File: src/rtl/mvau_ctrl.sv
// rtl/mvau_ctrl.sv - MVAU sequencing controller: stream capture, vector replay, weight addressing
// Two-state sequencer over synapse/neuron/vector fold counters; all outputs decode from registers and inputs.
module mvau_ctrl #(
    parameter int MatrixW  = 16,
    parameter int MatrixH  = 8,
    parameter int SIMD     = 4,
    parameter int PE       = 4,
    parameter int ACT_VECS = 4,
    localparam int SF         = MatrixW / SIMD,
    localparam int NF         = MatrixH / PE,
    localparam int WMEM_DEPTH = SF * NF,
    localparam int SF_W       = (SF > 1) ? $clog2(SF) : 1,
    localparam int WA_W       = (WMEM_DEPTH > 1) ? $clog2(WMEM_DEPTH) : 1
) (
    input  logic            aclk,
    input  logic            areset,
    input  logic            s0_axis_tvalid,
    output logic            s0_axis_tready,
    input  logic            dp_stall,
    output logic            dp_valid,
    output logic            src_sel,
    output logic            buf_wen,
    output logic [SF_W-1:0] buf_waddr,
    output logic [SF_W-1:0] buf_raddr,
    output logic [WA_W-1:0] wmem_addr,
    output logic            acc_clr,
    output logic            acc_last,
    output logic            busy,
    output logic            frame_done
);

    localparam int NF_W  = (NF > 1) ? $clog2(NF) : 1;
    localparam int VEC_W = (ACT_VECS > 1) ? $clog2(ACT_VECS) : 1;

    typedef enum logic {
        S_STREAM = 1'b0,
        S_REPLAY = 1'b1
    } state_t;

    state_t             state_q, state_d;
    logic [SF_W-1:0]    sf_cnt_q, sf_cnt_d;
    logic [NF_W-1:0]    nf_cnt_q, nf_cnt_d;
    logic [VEC_W-1:0]   vec_cnt_q, vec_cnt_d;

    logic issue;
    logic sf_last, nf_last, vec_last;

    always_ff @(posedge aclk) begin
        if (areset) begin
            state_q   <= S_STREAM;
            sf_cnt_q  <= '0;
            nf_cnt_q  <= '0;
            vec_cnt_q <= '0;
        end else begin
            state_q   <= state_d;
            sf_cnt_q  <= sf_cnt_d;
            nf_cnt_q  <= nf_cnt_d;
            vec_cnt_q <= vec_cnt_d;
        end
    end

    assign sf_last  = (sf_cnt_q == SF_W'(SF - 1));
    assign nf_last  = (nf_cnt_q == NF_W'(NF - 1));
    assign vec_last = (vec_cnt_q == VEC_W'(ACT_VECS - 1));

    // tready depends only on state and stall, so tvalid never loops back into it.
    always_comb begin
        state_d   = state_q;
        sf_cnt_d  = sf_cnt_q;
        nf_cnt_d  = nf_cnt_q;
        vec_cnt_d = vec_cnt_q;
        issue     = 1'b0;
        if (state_q == S_STREAM) begin
            issue = s0_axis_tvalid & ~dp_stall;
        end else begin
            issue = ~dp_stall;
        end
        if (issue) begin
            if (!sf_last) begin
                sf_cnt_d = sf_cnt_q + SF_W'(1);
            end else begin
                sf_cnt_d = '0;
                if (!nf_last) begin
                    nf_cnt_d = nf_cnt_q + NF_W'(1);
                    state_d  = S_REPLAY;
                end else begin
                    nf_cnt_d  = '0;
                    state_d   = S_STREAM;
                    vec_cnt_d = vec_last ? '0 : vec_cnt_q + VEC_W'(1);
                end
            end
        end
    end

    // Every output is forced low while reset is held.
    always_comb begin
        s0_axis_tready = 1'b0;
        dp_valid       = 1'b0;
        src_sel        = 1'b0;
        buf_wen        = 1'b0;
        buf_waddr      = '0;
        buf_raddr      = '0;
        wmem_addr      = '0;
        acc_clr        = 1'b0;
        acc_last       = 1'b0;
        busy           = 1'b0;
        frame_done     = 1'b0;
        if (!areset) begin
            s0_axis_tready = (state_q == S_STREAM) & ~dp_stall;
            dp_valid       = issue;
            src_sel        = (state_q == S_REPLAY);
            buf_wen        = (state_q == S_STREAM) & issue;
            buf_waddr      = sf_cnt_q;
            buf_raddr      = sf_cnt_q;
            wmem_addr      = WA_W'(32'(nf_cnt_q) * 32'(SF) + 32'(sf_cnt_q));
            acc_clr        = issue & (sf_cnt_q == '0);
            acc_last       = issue & sf_last;
            busy           = (sf_cnt_q != '0) | (nf_cnt_q != '0);
            frame_done     = issue & sf_last & nf_last & vec_last;
        end
    end

endmodule
File: config.mk
export PLATFORM = sky130hd
export DESIGN_NAME = mvau_ctrl
export DESIGN_NICKNAME = d
export VERILOG_FILES = /design/src/rtl/mvau_ctrl.sv
export SDC_FILE = /design/constraint.sdc
export NUM_CORES = 1
export LEC_CHECK = 0
export CAP_MARGIN = 20
export CELL_PAD_IN_SITES_DETAIL_PLACEMENT = 0
export CELL_PAD_IN_SITES_GLOBAL_PLACEMENT = 1
export CORE_MARGIN = 3
export CORE_UTILIZATION = 26
export CTS_CLUSTER_SIZE = 30
export DETAILED_ROUTE_END_ITERATION = 8
export GPL_TIMING_DRIVEN = 1
export PLACE_DENSITY = 0.73
export SYNTH_ARGS = -nofsm -noshare
export SYNTH_HDL_FRONTEND = slang
export SYNTH_SLANG_ARGS = --single-unit
File: constraint.sdc
create_clock -name aclk -period 2.7 [get_ports aclk]
set_clock_uncertainty 0.15 [all_clocks]
set_input_delay 0.54 -clock aclk [delete_from_list [all_inputs] [get_ports aclk]]
set_output_delay 0.54 -clock aclk [all_outputs]
set_load 0.1 [all_outputs]
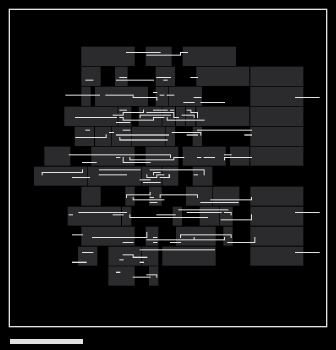
(run_1/layer_met1.png)
Bar = 10 um.
longest straight run: 13.8 um
main direction: horizontal
Total Wirelength: 765 um
via count: 354
met1 Use GR: 0.106

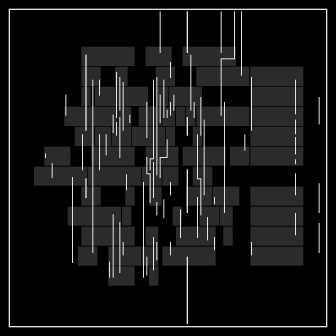
(run_1/layer_met2.png)
main direction: vertical
nets with wire on the layer: 61
wire length on this layer: 371 um
longest straight run: 23.5 um
share of all routed wire: 48%
met2 usage: 0.138

==> flow_summary.toml, run 1 <==
# physical design summary
[finish]
nMultiInputCombCells = 30
fill_cells = 110
clkCellAreaFrac = 0.0355
area.growth.synth_to_final_pct = 108

[grt]
antenna_found_initial = 0

[worst_hold_path]
holdCritPathClass = "reg2reg"

[floorplanning]
dieWidth_um = 43.0
core_area_um2 = 1200

[worst_setup_path]
r2r_slack_ps = 1310
setup.worst_path.end_class = "primary output"
critPathMaxStageDelay_ps = 510
worstPathMaxFanout = 5

[yosys]
mappedNetlistArea_um2 = 357
yosysCellCount = 44
synthArstFlopShare = 0
flop_cell = "dfxtp_1"
ys_top_logic_family = "simple AND/OR/NAND/NOR gates"
synthAoiAreaFrac = 0.0982
synth_nets = 51

[outcome]
outcome = "completed"

[power_and_ir_drop]
powerDensity_nw_per_um2 = 349
p_leak_uw = 0.000292
p_int_uw = 167

[placed_design]
preCtsSetupSlack_ps = 172
hpwlAfterDp_um = 683

[detailed_routing]
vias_per_cell = 4.60
drtIter0Drc = 3

[timing]
worstMarginPinSlew_ps = 546
tns_ps = 0
finalHoldViolCount = 0

[cts]
path_clk_slew_ps = 40
cts-root-buf = "clkbuf_4"
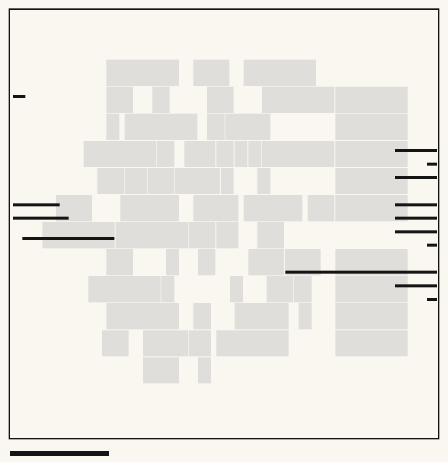
(run_1/layer_met3.png)
Bar = 10 um.
nets with wire on the layer: 13
share of all routed wire: 7.8%
main direction: horizontal
wire length on this layer: 60.0 um
met3 usage: 0.0169

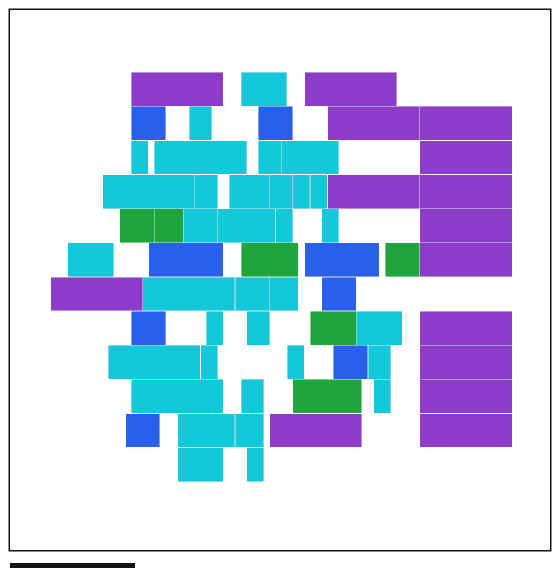
(run_1/sizes.png)
Bar = 10 um.
legend:
  _2 cells:
    color: green
    cells: 6
  _3 and _4 cells:
    color: blue
    cells: 8
  _6 and larger:
    color: purple
    cells: 15
  _0 and _1 cells:
    color: cyan
    cells: 34
Design Area, Final: 741 um^2
bufs w/o clock: 21

==> run_1/placement.png <==
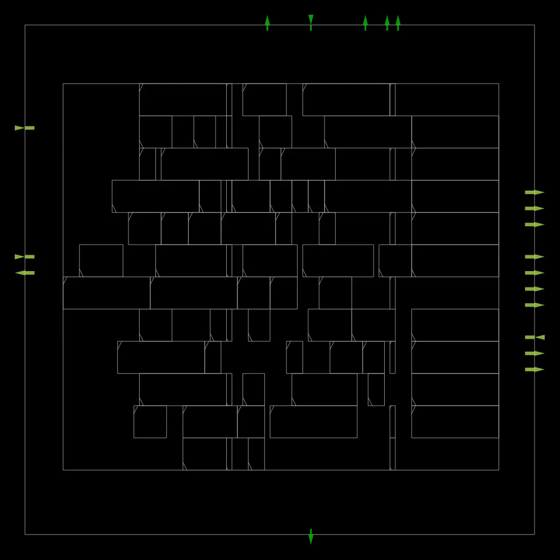

==> run 2, diff against run 1 <==
--- a/config.mk
+++ b/config.mk
@@ -13,7 +13,7 @@
 export CTS_CLUSTER_SIZE = 30
 export DETAILED_ROUTE_END_ITERATION = 8
 export GPL_TIMING_DRIVEN = 1
-export PLACE_DENSITY = 0.73
+export PLACE_DENSITY_LB_ADDON = 0.1
 export SYNTH_ARGS = -nofsm -noshare
 export SYNTH_HDL_FRONTEND = slang
 export SYNTH_SLANG_ARGS = --single-unit
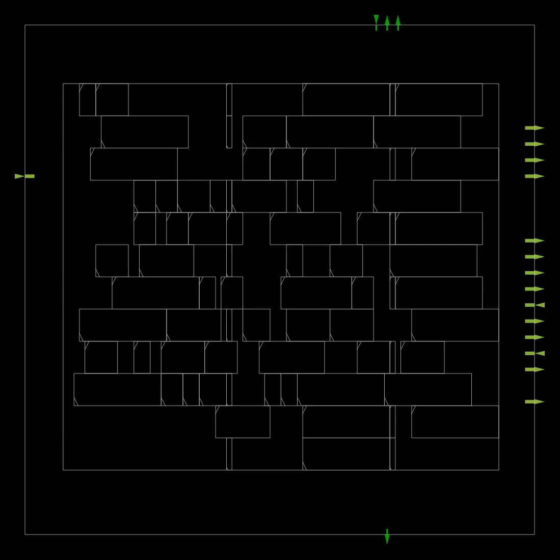
(run_2/placement.png)
row cnt: 12
total core area: 1200 um^2
Tap Cells: 14

==> run 2 against run 1 <==
  * Critical endpoint unchanged
  * Wire length increased by 12%
  * Largest cell class unchanged
  * Sequential cell count unchanged
  * Highest routed layer is now met3
  * First-iteration DRC count unchanged
  * Design area stayed put
  * Combinational power is essentially flat
  * Count of clock-buffer cells in the layout is the same
  * Critical path type unchanged
==> flow_summary.toml, run 2 <==
# physical design summary
[placed_design]
numPortBuffers = 18
preCtsSetupSlack_ps = 213
hpwlAfterDp_um = 734

[finish]
fill_cells = 114
clkCellAreaFrac = 0.0355
nNonClkInverters = 3
final_cell_area_um2 = 741
n_all_buffers = 21
final_common_cell = "buf_12"
area.growth.synth_to_final_pct = 108

[detailed_routing]
route.met3.wl_um = 88
drc = 0
wl_met2_um = 388
drt_wl_total_um = 854
drtIter0Drc = 3
vias_per_cell = 4.55
num_vias = 350

[cts]
cts-root-buf = "clkbuf_4"
path_clk_slew_ps = 40

[yosys]
mappedNetlistArea_um2 = 357
yosysCellCount = 44
flop_cell = "dfxtp_1"
synthArstFlopShare = 0
synthAoiAreaFrac = 0.0982
ys_top_logic_family = "simple AND/OR/NAND/NOR gates"
synth_nets = 51

[grt]
antenna_found_initial = 0
met3_usage = 0.0466
use_met2 = 0.159

[power_and_ir_drop]
powerDensity_nw_per_um2 = 348
p_leak_uw = 0.000292
p_int_uw = 167

[worst_setup_path]
timing.rr.end = "sf_cnt_q[0]$_SDFFE_PP0N_"
critPathMaxStageDelay_ps = 460
setup.worst_path.end_class = "primary output"
worstPathMaxFanout = 8
r2r_slack_ps = 1320

[timing]
tns_ps = 0
finalHoldViolCount = 0

[outcome]
outcome = "completed"
==> run_2/layer_met1.png <==
Bar = 10 um.
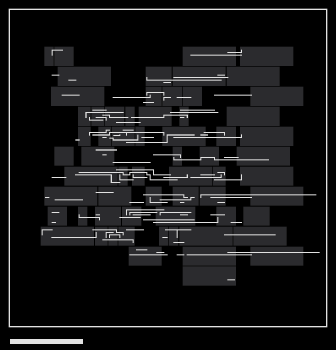

==> run 3, diff against run 2 <==
--- a/config.mk
+++ b/config.mk
@@ -9,11 +9,13 @@
 export CELL_PAD_IN_SITES_DETAIL_PLACEMENT = 0
 export CELL_PAD_IN_SITES_GLOBAL_PLACEMENT = 1
 export CORE_MARGIN = 3
-export CORE_UTILIZATION = 26
+export CORE_UTILIZATION = 22
 export CTS_CLUSTER_SIZE = 30
 export DETAILED_ROUTE_END_ITERATION = 8
 export GPL_TIMING_DRIVEN = 1
+export MAX_ROUTING_LAYER = met4
 export PLACE_DENSITY_LB_ADDON = 0.1
+export SLEW_MARGIN = 20
 export SYNTH_ARGS = -nofsm -noshare
 export SYNTH_HDL_FRONTEND = slang
 export SYNTH_SLANG_ARGS = --single-unit
==> constraint.sdc (replaced) <==
create_clock -name aclk -period 2.25 [get_ports aclk]
set_clock_uncertainty 0.15 [all_clocks]
set_input_delay 0.45 -clock aclk [delete_from_list [all_inputs] [get_ports aclk]]
set_output_delay 0.45 -clock aclk [all_outputs]
set_load 0.1 [all_outputs]
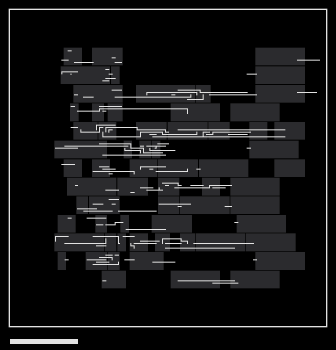
(run_3/layer_met1.png)
Bar = 10 um.
main direction: horizontal
nets with wire on the layer: 53
longest straight run: 19.3 um
share of all routed wire: 40%
met1 Use GR: 0.128
via count: 365

==> run 3 against run 2 <==
  * Count of clock-buffer cells in the layout unchanged
  * First-iteration DRC count decreased by 33%
  * Clock power increased by about 20%
  * Sequential share of layout area decreased by 0.99 points
  * Synthesized cell count unchanged
  * Sequential power increased by about 20%
  * Final cell count increased by 2.6%
  * Critical endpoint is now acc_clr
==> flow_summary.toml, run 3 <==
# physical design summary
[finish]
final_cell_area_um2 = 810
n_all_buffers = 22
nNonClkInverters = 3
final_common_cell = "buf_12"
area.growth.synth_to_final_pct = 127

[yosys]
synthAoiAreaFrac = 0.0982
ys_top_logic_family = "simple AND/OR/NAND/NOR gates"
synthArstFlopShare = 0
flop_cell = "dfxtp_1"
synth_nets = 51

[placed_design]
numPortBuffers = 18
hpwlAfterDp_um = 768
preCtsSetupSlack_ps = -11.6

[detailed_routing]
vias_per_cell = 4.62
drt_wl_total_um = 927
wl_met2_um = 451
drtIter0Drc = 2

[floorplanning]
core_area_um2 = 1420

[grt]
met3_usage = 0.0195
use_met2 = 0.154

[timing]
finalHoldViolCount = 0

[worst_setup_path]
critPathMaxStageDelay_ps = 420
worstPathMaxFanout = 8
setup.worst_path.end_class = "primary output"

[outcome]
outcome = "completed"

[power_and_ir_drop]
p_leak_uw = 0.000344
Power and IR drop assume default switching activity.
